[config.mk]
export PLATFORM = sky130hd
export DESIGN_NAME = alarm_ctrl
export DESIGN_NICKNAME = d
export VERILOG_FILES = /design/src/rtl/alarm_ctrl.sv
export SDC_FILE = /design/constraint.sdc
export NUM_CORES = 1
export LEC_CHECK = 0
export CAP_MARGIN = 10
export CELL_PAD_IN_SITES_DETAIL_PLACEMENT = 1
export CELL_PAD_IN_SITES_GLOBAL_PLACEMENT = 1
export CORE_ASPECT_RATIO = 1.1
export CORE_MARGIN = 5
export CORE_UTILIZATION = 35
export CTS_BUF_LIST = sky130_fd_sc_hd__clkbuf_2 sky130_fd_sc_hd__clkbuf_4 sky130_fd_sc_hd__clkbuf_8
export CTS_CLUSTER_DIAMETER = 200
export DETAILED_ROUTE_END_ITERATION = 8
export GPL_TIMING_DRIVEN = 0
export PLACE_DENSITY_LB_ADDON = 0.1
export SLEW_MARGIN = 5
export SYNTH_ARGS = -nofsm -noshare
export SYNTH_HDL_FRONTEND = slang
export SYNTH_SLANG_ARGS = --single-unit
export TNS_END_PERCENT = 100
[constraint.sdc]
create_clock -name clk -period 1.8 [get_ports clk]
set_clock_uncertainty 0.15 [all_clocks]
set_input_delay 0.18 -clock clk [delete_from_list [all_inputs] [get_ports clk]]
set_output_delay 0.18 -clock clk [all_outputs]
set_load 0.01 [all_outputs]
[src/rtl/alarm_ctrl.sv]
// Alarm controller: holds and edits the alarm time, arms/disarms, and sequences ringing.
// Optional snooze support is compiled in when ALARM_SNOOZE_EN is defined.
module alarm_ctrl #(
  parameter int DEF_HOUR   = 1,
  parameter int DEF_MIN    = 10,
  parameter int RING_SEC   = 60,
  parameter int SNOOZE_MIN = 5
) (
  input  logic       clk,
  input  logic       rst,
  input  logic       sec_tick,
  input  logic       btn_mode,
  input  logic       btn_inc,
  input  logic       btn_stop,
  input  logic       btn_snooze,
  input  logic       alarm_hit,
  output logic [5:0] alarm_hours,
  output logic [6:0] alarm_minutes,
  output logic       alarm_armed,
  output logic       ringing,
  output logic [1:0] edit_field
);

  // Every button and sec_tick is a single-cycle pulse with no handshake: it is
  // acted on at the clk edge where it is high and never held or queued.

  localparam int RW = $clog2(RING_SEC + 1);

`ifdef ALARM_SNOOZE_EN
  localparam int MW = $clog2(SNOOZE_MIN + 1);

  typedef enum logic [2:0] {
    IDLE    = 3'd0,
    EDIT_H  = 3'd1,
    EDIT_M  = 3'd2,
    RINGING = 3'd3,
    SNOOZE  = 3'd4
  } state_t;

  logic [5:0]    snz_sec;
  logic [MW-1:0] snz_min;
`else
  typedef enum logic [2:0] {
    IDLE    = 3'd0,
    EDIT_H  = 3'd1,
    EDIT_M  = 3'd2,
    RINGING = 3'd3
  } state_t;

  logic unused_snooze;
  assign unused_snooze = btn_snooze;
`endif

  state_t        state;
  logic [RW-1:0] ring_cnt;
  logic          hit_q;
  logic          hit_rise;

  // Only a fresh rise counts, so a hit level spanning a whole minute rings once.
  assign hit_rise = alarm_hit & ~hit_q;

  always_ff @(posedge clk) begin
    if (rst) begin
      state         <= IDLE;
      alarm_hours   <= 6'(DEF_HOUR);
      alarm_minutes <= 7'(DEF_MIN);
      alarm_armed   <= 1'b0;
      ringing       <= 1'b0;
      edit_field    <= 2'b00;
      ring_cnt      <= '0;
      hit_q         <= 1'b0;
`ifdef ALARM_SNOOZE_EN
      snz_sec       <= '0;
      snz_min       <= '0;
`endif
    end else begin
      hit_q <= alarm_hit;
      case (state)
        IDLE: begin
          if (hit_rise && alarm_armed) begin
            state    <= RINGING;
            ringing  <= 1'b1;
            ring_cnt <= '0;
          end else if (btn_mode) begin
            state      <= EDIT_H;
            edit_field <= 2'b01;
          end else if (btn_inc) begin
            alarm_armed <= ~alarm_armed;
          end
        end

        EDIT_H: begin
          if (btn_mode) begin
            state      <= EDIT_M;
            edit_field <= 2'b10;
          end else if (btn_inc) begin
            alarm_hours <= (alarm_hours == 6'd23) ? 6'd0 : alarm_hours + 6'd1;
          end
        end

        EDIT_M: begin
          if (btn_mode) begin
            state      <= IDLE;
            edit_field <= 2'b00;
          end else if (btn_inc) begin
            alarm_minutes <= (alarm_minutes == 7'd59) ? 7'd0 : alarm_minutes + 7'd1;
          end
        end

        RINGING: begin
          if (btn_stop) begin
            state    <= IDLE;
            ringing  <= 1'b0;
            ring_cnt <= '0;
`ifdef ALARM_SNOOZE_EN
          end else if (btn_snooze) begin
            state    <= SNOOZE;
            ringing  <= 1'b0;
            ring_cnt <= '0;
            snz_sec  <= '0;
            snz_min  <= '0;
`endif
          end else if (sec_tick) begin
            if (ring_cnt == RW'(RING_SEC - 1)) begin
              state    <= IDLE;
              ringing  <= 1'b0;
              ring_cnt <= '0;
            end else begin
              ring_cnt <= ring_cnt + 1'b1;
            end
          end
        end

`ifdef ALARM_SNOOZE_EN
        SNOOZE: begin
          if (btn_stop) begin
            state <= IDLE;
          end else if (btn_inc) begin
            state       <= IDLE;
            alarm_armed <= 1'b0;
          end else if (sec_tick) begin
            if (snz_sec == 6'd59) begin
              snz_sec <= '0;
              if (snz_min == MW'(SNOOZE_MIN - 1)) begin
                snz_min  <= '0;
                state    <= RINGING;
                ringing  <= 1'b1;
                ring_cnt <= '0;
              end else begin
                snz_min <= snz_min + 1'b1;
              end
            end else begin
              snz_sec <= snz_sec + 6'd1;
            end
          end
        end
`endif

        default: begin
          state      <= IDLE;
          ringing    <= 1'b0;
          edit_field <= 2'b00;
        end
      endcase
    end
  end

  // Output registers must always agree with the state they are derived from.
  a_hours_range: assert property (@(posedge clk) disable iff (rst)
    alarm_hours < 6'd24);
  a_minutes_range: assert property (@(posedge clk) disable iff (rst)
    alarm_minutes < 7'd60);
  a_ringing_state: assert property (@(posedge clk) disable iff (rst)
    ringing == (state == RINGING));
  a_field_state: assert property (@(posedge clk) disable iff (rst)
    edit_field == ((state == EDIT_H) ? 2'b01 : (state == EDIT_M) ? 2'b10 : 2'b00));

endmodule

### Gate-type map, run 1

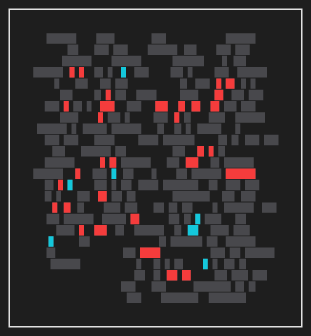
Red is nand cells, cells 31, most used nand2_1. Cyan is inv cells, cells 7, most used inv_1.

### Floorplan with the power grid, run 1

Pins as bars on the die edge.
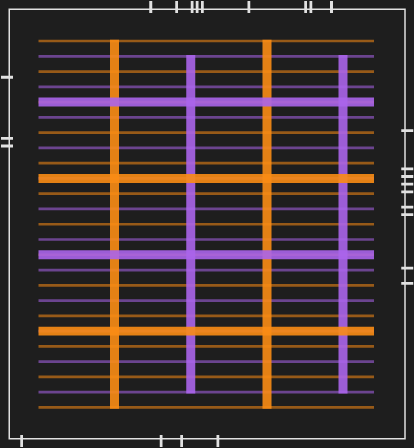
Purple is VDD. Orange is VSS.
4 straps on met5. 25 signal pins sit on the boundary.

### Register map, names as in the netlist, run 1

Other sequential cells in the stronger grey, the rest of the logic in the fainter grey.
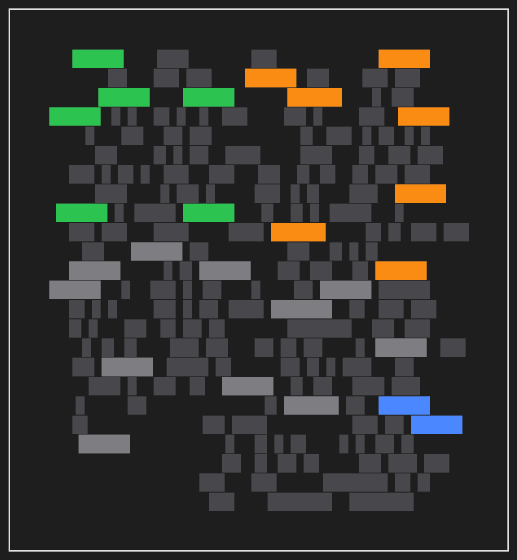
Orange is alarm_minutes, flops 7, where upper right. Blue is edit_field, flops 2. Green is alarm_hours, flops 6, where upper left.

==> impl_metrics.csv, run 1 <==
group,metric,value,unit
timing,worst_hold_slack,342,ps
timing,timing.final.ws_setup,-4.00,ps
cells_and_area,comb_cells,121,
outcome,violations,"setup timing",
die,die_w,70.2,um
critical_path,worstReg2RegEnd,"ring_cnt[1]",
clocking,clock.latency.late_pin,270,ps
yosys,most_common_cell,"dfxtp_1",
timing,finalSetupViolCount,1,
cells_and_area,signal_buffers,37,
cells_and_area,nets,212,
routing,drt-total-wl,3.99,mm
pwr,power_leader,"registers",
place,gp_congestion,0.792,
critical_path,path_max_fanout,5,
yosys,ys_sh_mux,0.00717,
clocking,clockRootBuffer,"clkbuf_8",
cells_and_area,comb_share,0.484,
cells_and_area,bufAreaShareNonClock,0.170,
timing,period_used_share,1.00,
place,dp_cells,236,
cells_and_area,largest_register,"alarm_minutes",
routing,met3_length,85,um
pwr,p_clk_frac,0.210,
routing,routed_via_density,5.34,
clocking,h-tree-depth,1,
cells_and_area,fin_area,1920,sq um
timing,slew_violations,0,
outcome,status,"finished, violations left",
### Clock nets, run 1

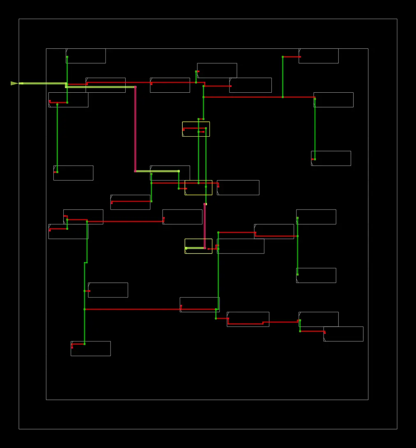

==> run 1 -> run 2 <==
--- a/config.mk
+++ b/config.mk
@@ -10,7 +10,7 @@
 export CELL_PAD_IN_SITES_GLOBAL_PLACEMENT = 1
 export CORE_ASPECT_RATIO = 1.1
 export CORE_MARGIN = 5
-export CORE_UTILIZATION = 35
+export CORE_UTILIZATION = 36
 export CTS_BUF_LIST = sky130_fd_sc_hd__clkbuf_2 sky130_fd_sc_hd__clkbuf_4 sky130_fd_sc_hd__clkbuf_8
 export CTS_CLUSTER_DIAMETER = 200
 export DETAILED_ROUTE_END_ITERATION = 8
### Clock nets, run 2

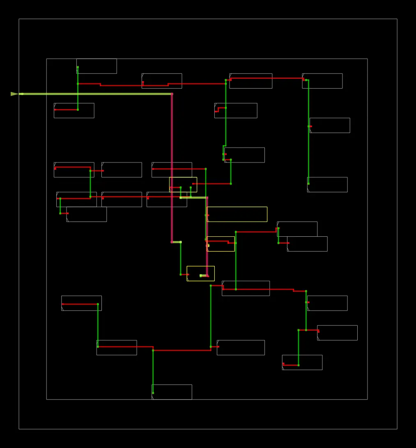
TritonCTS Sinks: 26
worst skew pair latency: 270 ps
num sequential: 26
clock buffer count from CTS: 3
Clock Power: 500 uW

### Register map, names as in the netlist, run 2

Other sequential cells in the stronger grey, the rest of the logic in the fainter grey.
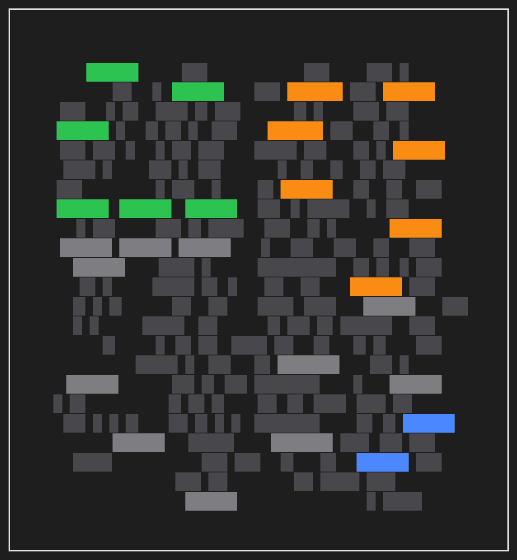
Orange is alarm_minutes, flops 7. Green is alarm_hours, flops 6. Blue is edit_field, flops 2.
Another 11 sequential cells are not coloured.
Seq power: 670 uW
sequential share of cell area: 0.280
final core occ: 0.514
register area: 531 sq um

==> run 2 against run 1 <==
Against the previous run:
- die area fell by 2.4%
- synthesized area did not move
- largest power group unchanged
- global-route usage rose by 1.1 points
- synthesized cell count did not move
- cell count fell by 2.8%
- combinational power fell by 8.1%
- register-to-register slack improved by 20 ps
- the run now ends clean
- largest cell class unchanged
- setup slack improved by 18 ps
- sequential power rose by 1%
- first-iteration DRC count rose by 26%
- clock power rose by 47%
==> impl_metrics.csv, run 2 <==
group,metric,value,unit
outcome,status,"completed",
pwr,p_clk_frac,0.288,
cells_and_area,comb_cells,121,
routing,met3_length,124,um
cells_and_area,nets,206,
yosys,top_area_cell,"dfxtp_1",
pwr,power_leader,"registers",
grt,grt_use_met1,0.185,
place,gp_congestion,0.809,
timing,slew_violations,0,
clocking,clockRootBuffer,"clkbuf_8",
timing,worst_hold_slack,358,ps
pwr,p_total,1740,uW
cells_and_area,comb_share,0.485,
clocking,h-tree-depth,1,
critical_path,path_max_fanout,5,
cells_and_area,signal_buffers,31,
timing,timing.final.ws_setup,14.2,ps
cells_and_area,largest_register,"alarm_minutes",
timing,finalSetupViolCount,0,
critical_path,worstReg2RegEnd,"ring_cnt[4]",
cells_and_area,bufAreaShareNonClock,0.147,
### Floorplan with the power grid, run 2

Pins as bars on the die edge.
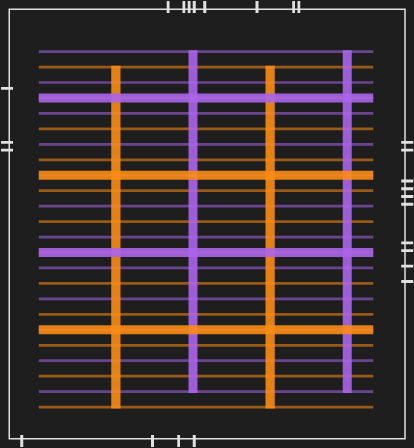
Orange is VSS. Purple is VDD.
24 met1 rails follow the rows. 4 straps on met5.

Power figures rest on the tool's default switching activity, not on a simulated workload.
